<file path="config.mk">
export PLATFORM = sky130hd
export DESIGN_NAME = maxnet_iterator
export DESIGN_NICKNAME = d
export VERILOG_FILES = /design/src/rtl/maxnet_iterator.sv
export SDC_FILE = /design/constraint.sdc
export NUM_CORES = 1
export LEC_CHECK = 0
export CAP_MARGIN = 20
export CORE_ASPECT_RATIO = 0.6
export CORE_MARGIN = 10
export CORE_UTILIZATION = 35
export DETAILED_ROUTE_END_ITERATION = 8
export PLACE_DENSITY_LB_ADDON = 0.2
export RECOVER_POWER = 100
export SKIP_CTS_REPAIR_TIMING = 1
export SLEW_MARGIN = 30
export SYNTH_ARGS = -nofsm -noshare
export SYNTH_HDL_FRONTEND = slang
export SYNTH_SLANG_ARGS = --single-unit
</file>
<file path="constraint.sdc">
create_clock -name clk -period 6.7 [get_ports clk]
set_input_delay 1.675 -clock clk [delete_from_list [all_inputs] [get_ports clk]]
set_output_delay 1.675 -clock clk [all_outputs]
set_load 0.005 [all_outputs]
</file>
<file path="src/rtl/maxnet_iterator.sv">
// 4-neuron MaxNet winner-take-all iterator with a start/done handshake.
// Optional: MAXNET_TIE_BREAK_EN reports the lowest nonzero neuron as winner on timeout.
module maxnet_iterator #(
  parameter int WIDTH    = 5,
  parameter int FRAC     = 3,
  parameter int MAX_ITER = 15,
  parameter int CNT_W    = 4
) (
  input  logic             clk,
  input  logic             rst,
  input  logic             start,
  input  logic [WIDTH-1:0] a0,
  input  logic [WIDTH-1:0] a1,
  input  logic [WIDTH-1:0] a2,
  input  logic [WIDTH-1:0] a3,
  input  logic [WIDTH-1:0] W0,
  input  logic [WIDTH-1:0] W1,
  input  logic [WIDTH-1:0] W2,
  input  logic [WIDTH-1:0] W3,
  input  logic [WIDTH-1:0] W4,
  input  logic [WIDTH-1:0] W5,
  input  logic [WIDTH-1:0] W6,
  input  logic [WIDTH-1:0] W7,
  input  logic [WIDTH-1:0] W8,
  input  logic [WIDTH-1:0] W9,
  input  logic [WIDTH-1:0] W10,
  input  logic [WIDTH-1:0] W11,
  input  logic [WIDTH-1:0] W12,
  input  logic [WIDTH-1:0] W13,
  input  logic [WIDTH-1:0] W14,
  input  logic [WIDTH-1:0] W15,
  output logic             busy,
  output logic             done,
  output logic [1:0]       winner,
  output logic             winner_valid,
  output logic             timeout,
  output logic [CNT_W-1:0] iter_count
);

  localparam int ACC_W   = 2 * WIDTH + 2;
  localparam int ACT_MAX = 2 ** (WIDTH - 1) - 1;

  typedef enum logic [1:0] {IDLE, EVAL, DONE} state_t;

  state_t                  state;
  logic signed [WIDTH-1:0] act      [4];
  logic signed [WIDTH-1:0] act_nxt  [4];
  logic signed [WIDTH-1:0] w        [16];
  logic signed [ACC_W-1:0] acc      [4];
  logic [2:0]              nz_cnt;
  logic [1:0]              low_idx;

  function automatic logic signed [WIDTH-1:0] relu_sat(input logic signed [ACC_W-1:0] sum);
    logic signed [ACC_W-1:0] r;
    r = sum >>> FRAC;
    if (r < 0)
      return '0;
    else if (r > ACC_W'(ACT_MAX))
      return WIDTH'(ACT_MAX);
    else
      return WIDTH'(r);
  endfunction

  assign w = '{W0, W1, W2, W3, W4, W5, W6, W7, W8, W9, W10, W11, W12, W13, W14, W15};

  // Full-precision row dot products followed by rescale and ReLU clamp
  always_comb begin
    for (int i = 0; i < 4; i++) begin
      acc[i] = '0;
      for (int j = 0; j < 4; j++)
        acc[i] = acc[i] + ACC_W'(w[4*i+j]) * ACC_W'(act[j]);
      act_nxt[i] = relu_sat(acc[i]);
    end
  end

  // Scanning downward leaves low_idx at the lowest nonzero neuron
  always_comb begin
    nz_cnt  = '0;
    low_idx = '0;
    for (int i = 3; i >= 0; i--) begin
      if (act[i] != '0) begin
        nz_cnt  = nz_cnt + 3'd1;
        low_idx = 2'(i);
      end
    end
  end

  always_ff @(posedge clk or negedge rst) begin
    if (!rst) begin
      state        <= IDLE;
      for (int i = 0; i < 4; i++) act[i] <= '0;
      busy         <= 1'b0;
      done         <= 1'b0;
      winner       <= '0;
      winner_valid <= 1'b0;
      timeout      <= 1'b0;
      iter_count   <= '0;
    end else begin
      done <= 1'b0;
      case (state)
        IDLE: begin
          if (start) begin
            act          <= '{a0, a1, a2, a3};
            iter_count   <= '0;
            timeout      <= 1'b0;
            winner_valid <= 1'b0;
            busy         <= 1'b1;
            state        <= EVAL;
          end
        end
        EVAL: begin
          if (nz_cnt <= 3'd1) begin
            winner       <= low_idx;
            winner_valid <= (nz_cnt == 3'd1);
            done         <= 1'b1;
            state        <= DONE;
          end else if (iter_count == CNT_W'(MAX_ITER)) begin
            timeout      <= 1'b1;
`ifdef MAXNET_TIE_BREAK_EN
            winner       <= low_idx;
            winner_valid <= 1'b1;
`else
            winner       <= '0;
            winner_valid <= 1'b0;
`endif
            done         <= 1'b1;
            state        <= DONE;
          end else begin
            act        <= act_nxt;
            iter_count <= iter_count + 1'b1;
          end
        end
        DONE: begin
          busy  <= 1'b0;
          state <= IDLE;
        end
        default: state <= IDLE;
      endcase
    end
  end

endmodule

</file>
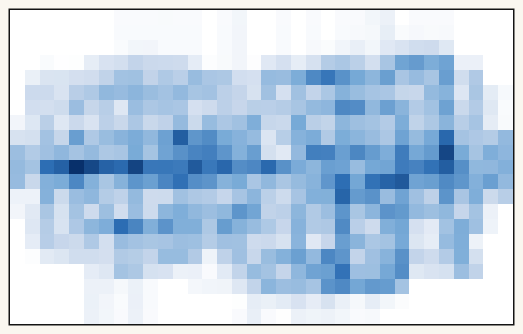
Figure 1: run 1, routed metal per tile.
Drawn at 1.5 px/µm. 34 x 21 tiles, from white (low) to dark blue (high), scaled to the fullest tile. Values are wire area over tile area, all layers added.
mean over tiles	0.13
emptiest ninth of the die	upper left
tiles over half the peak	16%
drt total wl: 59300 µm
per-cell routed wire length: 17.8 µm

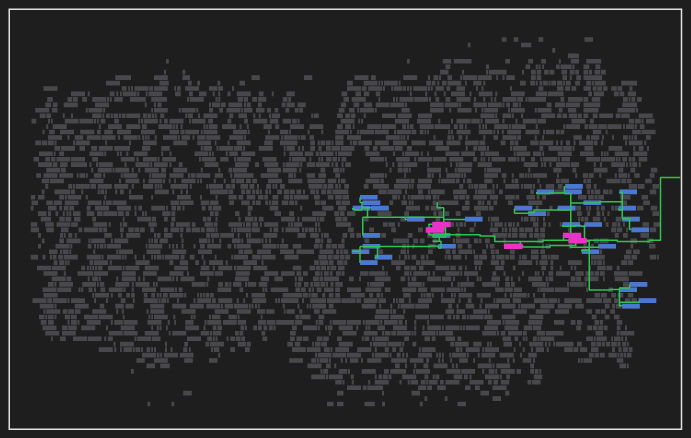
Figure 2: run 1, clock wires, drivers and flops.
Drawn at 2 px/µm.
[magenta] cells driving clock nets | count: 5
[blue] flip-flops | count: 32
[green] clock wires | length: 642 µm
flops lie	middle right
routed clock nets	6
Max Clock Skew: 7.75 ps
insertion delay at the late pin of the worst-skew pair: 280 ps

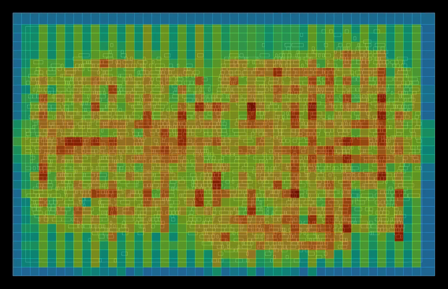
Figure 3: run 1, routing congestion.
met3 GRT Util: 0.0274
most crowded layer after global routing: met1
met1 layer usage reported by global route: 0.279

==> run summary, run 1 <==
Purpose: to document the outcome of synthesis and place and route.

Status
The flow ran to the end, but the final reports show violations. The final reports fail on capacitance limit, slew limit, setup timing.

Worst setup path
The start-to-end type of the worst setup path is in -> reg. Per STA, the endpoint of the critical path is act[6]. The endpoint of the worst register-to-register path is act[6]. The launching element type of the critical path is a primary input.

Of all nets on the critical path, the largest fanout is 4. The beginning of the critical path is W10[4]. Data arrives at the worst endpoint at roughly 7600 ps.

The timing report gives the worst reg2reg path a setup slack of -90 ps. The kind of capture point of the worst setup path is a flop. The cell count of the worst reg-to-reg path is 18.

The startpoint identified for the worst register-to-register timing path is act[9]. The required time reported for the critical path endpoint is 6870 ps.

Finish
The total non-filler cell area in the finished layout is 26000 µm². The share of layout cells above drive strength 1 is 0.218. The total number of nets in the final design is 3378. Per the cell usage report, the commonest logic cells after layout are 571 x sky130_fd_sc_hd__inv_1, 505 x sky130_fd_sc_hd__fa_1, 278 x sky130_fd_sc_hd__buf_4. The number of antenna diodes in the final layout is 0. The top cell type in the final layout, fill and taps aside, is sky130_fd_sc_hd__inv_1. Once layout is complete, the utilization of the core stands at 0.440. Between the synthesized netlist and the finished layout, the area growth was recorded as 24.7%.

Synth
The average footprint of a synthesized cell is ~9.6 µm². The share of the Yosys chip area taken by registers is 0.0383. The number of storage elements in the synthesis netlist is 32. The synthesis report lists the most area-consuming cells as sky130_fd_sc_hd__fa_1 50%, sky130_fd_sc_hd__ha_1 12%, sky130_fd_sc_hd__inv_1 11%. Yosys mapped a number of flops with a built-in enable equal to 0. The dominant synthesized flop cell is sky130_fd_sc_hd__dfrtp_1.

For this run, the number of Yosys warnings is 0. The count of different cell masters after synthesis is around 58. The biggest area consumer among synthesized cells is sky130_fd_sc_hd__fa_1. The number of nets at floorplan is roughly 3000. Before any placement, the netlist area is recorded as 20900 µm². The area figure in the yosys stat output is 20900 µm². The gate count after technology mapping is ~2200. The number of cell instances after yosys synthesis is 2186. In the synthesized netlist the async set-or-reset flop fraction comes to 1.00. Of the post-synthesis cell area, the dominant cell type holds 0.502.

Clocking
TritonCTS built the clock tree. The worst-case clock buffer depth is 2. The buffer cell driving the clock tree root is sky130_fd_sc_hd__clkbuf_16.

The H-tree level count is 2. Buffers inserted during clock tree synthesis total 5. The post-CTS clock slew at the launch and capture registers of the worst setup and hold paths is 60 ps. The CTS log lists the clock sinks for this run as 32.

GRT
The via count of the first global-routing pass is ~17000. Entering global routing, the biggest net connects 33 pins. The initial antenna violation count is 4. The global-route wire length before repair is 96500 µm. For this run, the total global-route usage over all layers was measured as 0.174. After global routing the overflow that remains totals 0.

Floorplanning
Per the OpenROAD floorplan log, the width of the die is between 300 and 400 µm. The number of cell rows is between 60 and 70. The initial cell density of the core is 0.353. The area inside the core boundary is 59100 µm².

For this design the top-level I/O count stands at 113. The chip occupies 70200 µm². The die height is between 200 and 250 µm.

STA
In the final report, the number of hold violations comes to 0. The transition time recorded at the tightest slew-check pin is ~2300 ps. Of the available clock period, the critical path in the final layout requires 1.11. Setup violations remaining at the end of the flow were counted as 16. The minimum setup slack in the final design is -753 ps. The relative slew slack is -0.576.

The max-slew violation count is 51. The clock period minus worst slack is about 7500 ps. The maximum frequency from static timing analysis is 0.134 GHz. Setup repair after global routing could not meet its margin everywhere.

Drt
The script logs the ratio of routed vias to standard cells as 4.59. The remaining antenna violation count is 0. For this run, design rule violations remaining after detail routing come to 0. Detailed-route iteration 0 reported a violation count of 755. The first TritonRoute pass finished after 4 iterations.

The number of vias after detailed routing is approximately 15000.

Place
The final weighted congestion recorded by global placement is about 0.85. For this run the detailed placement stage logged an HPWL of about 53000 µm. After detailed placement, the total cell area comes to 25100 µm². The number of buffers inserted by port buffering is 112.

Flow run
The stage logs contain a warning count of 42. The run reported a max-capacitance violation count of 2.

Worst hold path
The start point of the worst hold path is busy. The type of the most critical hold path is reg -> reg. The report gives the cell count of the worst hold path as 2. In the hold report, the worst path ends at busy.
-- run 1: metal layers --
metal,up-vias,wire (µm),global-route usage
li1,7164,-,-
met2,243,24600,0.251
met4,2,335,0.0118
met3,16,3200,0.0274
met1,7855,31100,0.279
met5,-,9,0
-- run 1: registers in the layout, indices dropped and copies added, names as in the netlist --
| signal | flops |
|---|---|
| act | 20 |
| iter_count | 4 |
| state | 2 |
| winner | 2 |
| busy | 1 |
| done | 1 |
| timeout | 1 |
| winner_valid | 1 |
-- run 1: worst max-delay path, stage by stage --
cell                       delay, ps
sky130_fd_sc_hd__buf_8           100
sky130_fd_sc_hd__buf_6           120
sky130_fd_sc_hd__and2_4          160
sky130_fd_sc_hd__fa_2            580
sky130_fd_sc_hd__buf_6           100
sky130_fd_sc_hd__fa_1            420
sky130_fd_sc_hd__fa_1            470
sky130_fd_sc_hd__fa_1            590
sky130_fd_sc_hd__fa_1            480
sky130_fd_sc_hd__fa_1            540
sky130_fd_sc_hd__inv_2            40
sky130_fd_sc_hd__fa_1            540
sky130_fd_sc_hd__inv_2            60
sky130_fd_sc_hd__ha_4            240
sky130_fd_sc_hd__a21o_1          170
sky130_fd_sc_hd__or4_4           510
sky130_fd_sc_hd__a221oi_2        230
sky130_fd_sc_hd__mux2i_1         120
sky130_fd_sc_hd__o2bb2a_4        240
sky130_fd_sc_hd__a211o_1         230
-- run 1: cell families after synthesis --
kind of cell | Yosys count | synth area share
adders and majority gates | 729 | 0.625
buffers and inverters | 657 | 0.118
and+or+nand+nor | 522 | 0.131
AOI/OAI and AO/OA | 164 | 0.0532
xor gates and xnor gates | 77 | 0.0323
DFF | 32 | 0.0383
muxes | 5 | 0.00240
-- run 1: through the flow --
| step | cells | hold WS [ps] | TNS (ps) | worst slack [ps] |
|---|---|---|---|---|
| final | 3328 | 546 | -7540 | -753 |
| after global routing | 3328 | 571 | -10610 | -903 |
| after CTS | 3304 | 528 | -15890 | -1220 |
| after detailed placement | 3296 | 523 | -20260 | -1520 |
| after global placement | 3295 | 527 | -19540 | -1460 |
| after floorplan | 2186 | 483 | -3610 | -681 |
-- run 1: area by class of cell --
type,count,area [µm²]
Multi-Input combinational cell,1497,18500
Sequential cell,32,801
Tap cell,781,977
Clock buffer,5,125
Inverter,607,2280
Timing Repair Buffer,403,3320
Fill cell,5735,33100
Clock inverter,3,42.5
-- run 1: Yosys cell counts (all sizes together), types with 5 or more instances --
cell type    n
nand2      183
nand2b      38
ha         205
xnor2       55
o21ai       45
dfrtp       32
mux2i        5
a21oi       32
a211o        6
o21a         5
o21bai       6
clkbuf      48
a211oi       7
and2       182
nand3        6
a22o        11
nor2b       23
nor2        45
a22oi        8
o31ai       14
fa         524
o211ai       5
nor3        16
a21o         7
xor2        22
inv        607
--- run 2 (diff from run 1) ---
- PLACE_DENSITY: not set -> 0.52
- PLACE_DENSITY_LB_ADDON: 0.2 -> not set
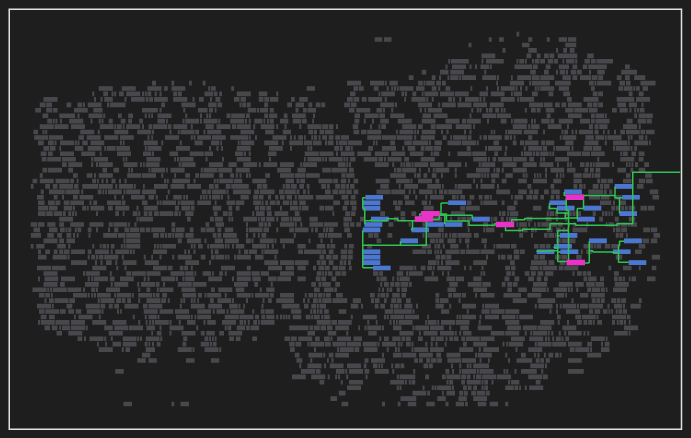
Figure 4: run 2, clock wires, drivers and flops.
Drawn at 2 px/µm.
[blue] flip-flops | count: 32
[magenta] cells driving clock nets | count: 5
[green] clock wires | length: 596 µm
routed clock nets	6

==> run summary, run 2 <==
Purpose: to document the outcome of synthesis and place and route.

Status
The run finished, with violations left. The checks that failed: capacitance limit, slew limit, setup timing.

Worst setup path
The highest net fanout along the worst path is 4. STA classifies the critical path endpoint as a flop. The cell count of the worst reg-to-reg path is 20. OpenSTA lists the critical path startpoint as W9[4]. The minimum setup slack among reg-to-reg paths is -100 ps. The source of the worst register-to-register timing path is act[9]. The endpoint of the worst register-to-register path is act[17]. The critical path ends at act[5].

For the worst setup path, the data arrival time is between 7000 and 8000 ps. Data on the critical path is required at its endpoint by 6870 ps. The launching element type of the critical path is a primary input. The critical path is of the in -> reg type.

Synth
The share of synthesized area in the top cell type comes to 0.502. The dominant synthesized flop cell is sky130_fd_sc_hd__dfrtp_1. In this run, synthesis inferred 0 flip-flops with an integrated enable. The synthesis stats list as the most numerous cell sky130_fd_sc_hd__inv_1. The area figure in the yosys stat output is roughly 21000 µm². Counting the warning lines in the Yosys log gives 0.

A synthesized cell averages 9.56 µm². After synthesis the cells add up to 20900 µm². The number of cell instances after yosys synthesis is approximately 2200. By count the netlist is led by 607 x sky130_fd_sc_hd__inv_1, 524 x sky130_fd_sc_hd__fa_1, 205 x sky130_fd_sc_hd__ha_1. The synthesized netlist contains 58 unique library cells. The number of nets at floorplan is 3018. The synthesis report gives the async set-or-reset register share as 1.00. The number of storage elements in the synthesis netlist is 32. The share of the Yosys chip area taken by registers is 0.0383.

The cell type that accounts for the most area after synthesis is sky130_fd_sc_hd__fa_1.

GRT
The maximum number of pins on one net before global-route repair is 33. The global-route usage over all layers is 0.180. The initial antenna violation count was 3.

The via count of the first global-routing pass is approximately 17000. The aggregate global routing overflow is 0.

Finish
Counting flops per register, the top entry is act. By instance count after routing, the leading logic cell type is sky130_fd_sc_hd__inv_1. The share of layout cells above drive strength 1 is 0.202. In the final layout, the registers with the most flip-flops are act: 20 flops, iter_count: 4 flops. With fillers left out, the area of the finished cells amounts to 26000 µm². Leaving out fill and tap cells, the most frequent cells in the layout are 582 x sky130_fd_sc_hd__inv_1, 503 x sky130_fd_sc_hd__fa_1, 275 x sky130_fd_sc_hd__buf_4. The flow measured a signed area growth from synthesis to layout of 24.3%. The post-layout instance count excluding filler cells is 3324. The final layout contains 3372 nets.

Place
RePlAce ended its routability-driven mode at a weighted congestion of roughly 0.92. The number of buffers inserted by port buffering is 112. The detailed placer reported the number of placed instances as between 3000 and 4000. Detailed placement reports a standard cell area of ~25000 µm². The estimated wirelength of the detail-placed design is 55000 µm.

STA
The period utilization is 1.13. The minimum setup slack in the final design is -863 ps. In this build the clock could be raised as far as 0.132 GHz. The final worst clock skew is between 3 and 4 ps. The clock period minus worst slack is 7560 ps. Per the finish-stage timing summary, setup violations number 16.

Setup repair after global routing could not meet its margin everywhere. The max-slew violation count is 33. At the pin with the least slew margin, the transition time is ~1800 ps. Hold-check failures listed in the final report amount to 0. The relative slew slack is -0.219.

Clocking
The buffer cell driving the clock tree root is sky130_fd_sc_hd__clkbuf_16. The H-tree level count is 2. Per the skew report, the later register of the worst-skew pair sees a clock latency of 280 ps. The CTS report gives the tree buffer count as 5. The worst-case clock buffer depth is 2.

The clock sink total is 32. The registers of the reported paths see a clock transition of 50 ps.

Drt
The first TritonRoute pass finished after 5 iterations. Dividing the detail-routed via count by the number of cells gives 4.61. The total wire length after detailed routing is 61900 µm. The routed layout has 15300 vias. The final routed DRC violation total is 0. The detail route stage leaves a number of antenna-violating nets equal to 0. TritonRoute output was used to compute an average wire per cell of 18.6 µm. After the first detailed-routing iteration, the DRC count stood at 747.

Worst hold path
Checking hold timing, the worst path is listed with class reg -> reg.

Floorplanning
The initial cell density of the core is 0.353. The die height is 209 µm. The number of cell rows is between 60 and 70. The die covers 70200 µm². Pin placement for this block handled approximately 110 I/O pins.

The area inside the core boundary is 59100 µm². From left edge to right edge, the die measures 335 µm.

Flow run
The report counts max-capacitance violations totalling 1.
run 2: cell types whose count changed in the layout (fill, tap and decap cells not counted), moves of 5 or more:
cell | previous run | this run
sky130_fd_sc_hd__and2_1 | 151 | 161
sky130_fd_sc_hd__and2_4 | 29 | 18
sky130_fd_sc_hd__buf_6 | 18 | 12
sky130_fd_sc_hd__dlymetal6s2s_1 | 23 | 36
sky130_fd_sc_hd__inv_1 | 571 | 582
sky130_fd_sc_hd__inv_2 | 34 | 23
sky130_fd_sc_hd__o31ai_1 | 4 | 9
run 2: area by class of cell:
class | instances | area, µm²
well taps | 781 | 977
repair buffers | 397 | 3300
multi-input cells | 1497 | 18500
clock buffers | 8 | 146
flip-flops and latches | 32 | 801
inverters | 607 | 2280
diodes | 2 | 5.00
fillers | 5687 | 33200
run 2: routing by layer:
metal | up-vias | global-route usage | routed length [µm]
met5 | - | 0.00780 | 0
met4 | 0 | 0.0116 | 325
met3 | 21 | 0.0417 | 4410
met2 | 318 | 0.260 | 25700
met1 | 7820 | 0.279 | 31500
li1 | 7159 | - | -
run 2: how the worst min path moves through the flow:
stage                            start            to  slack (ps)  cells past startpoint
after floorplan               state[1]          busy         480                      1
after global placement        state[1]          busy         520                      1
after detailed placement      state[1]          busy         530                      1
after CTS                     state[1]          busy         540                      1
after global routing      winner_valid  winner_valid         560                      2
final                         state[1]          busy         540                      1
run 2: kinds of logic after synthesis:
kind of cell | after synthesis | share of synthesized area
compound gates | 164 | 0.0532
xor+xnor | 77 | 0.0323
fa+ha+maj | 729 | 0.625
buf+inv | 657 | 0.118
flops | 32 | 0.0383
mux | 5 | 0.00240
simple gates | 522 | 0.131
run 2: through the flow:
stage                     setup TNS, ps  setup slack [ps]   util  hold WS [ps]
after detailed placement         -20430             -1610  0.423           528
after CTS                        -16140             -1320  0.426           539
after floorplan                   -3610              -681      -           483
after global routing             -11410             -1040  0.439           557
after global placement           -20010             -1560  0.423           525
final                             -8620              -863  0.439           538
run 2: critical path, stage by stage:
cell                       delay (ps)
sky130_fd_sc_hd__buf_8            100
sky130_fd_sc_hd__and2_4           160
sky130_fd_sc_hd__fa_1             520
sky130_fd_sc_hd__inv_2             40
sky130_fd_sc_hd__fa_1             560
sky130_fd_sc_hd__inv_2             50
sky130_fd_sc_hd__fa_1             550
sky130_fd_sc_hd__fa_1             460
sky130_fd_sc_hd__fa_1             590
sky130_fd_sc_hd__fa_1             440
sky130_fd_sc_hd__fa_1             570
sky130_fd_sc_hd__ha_4             220
sky130_fd_sc_hd__a211o_1          300
sky130_fd_sc_hd__a21o_1           220
sky130_fd_sc_hd__or4_4            430
sky130_fd_sc_hd__a221oi_2         220
sky130_fd_sc_hd__mux2i_1          120
sky130_fd_sc_hd__o2bb2a_4         260
sky130_fd_sc_hd__a211o_1          230
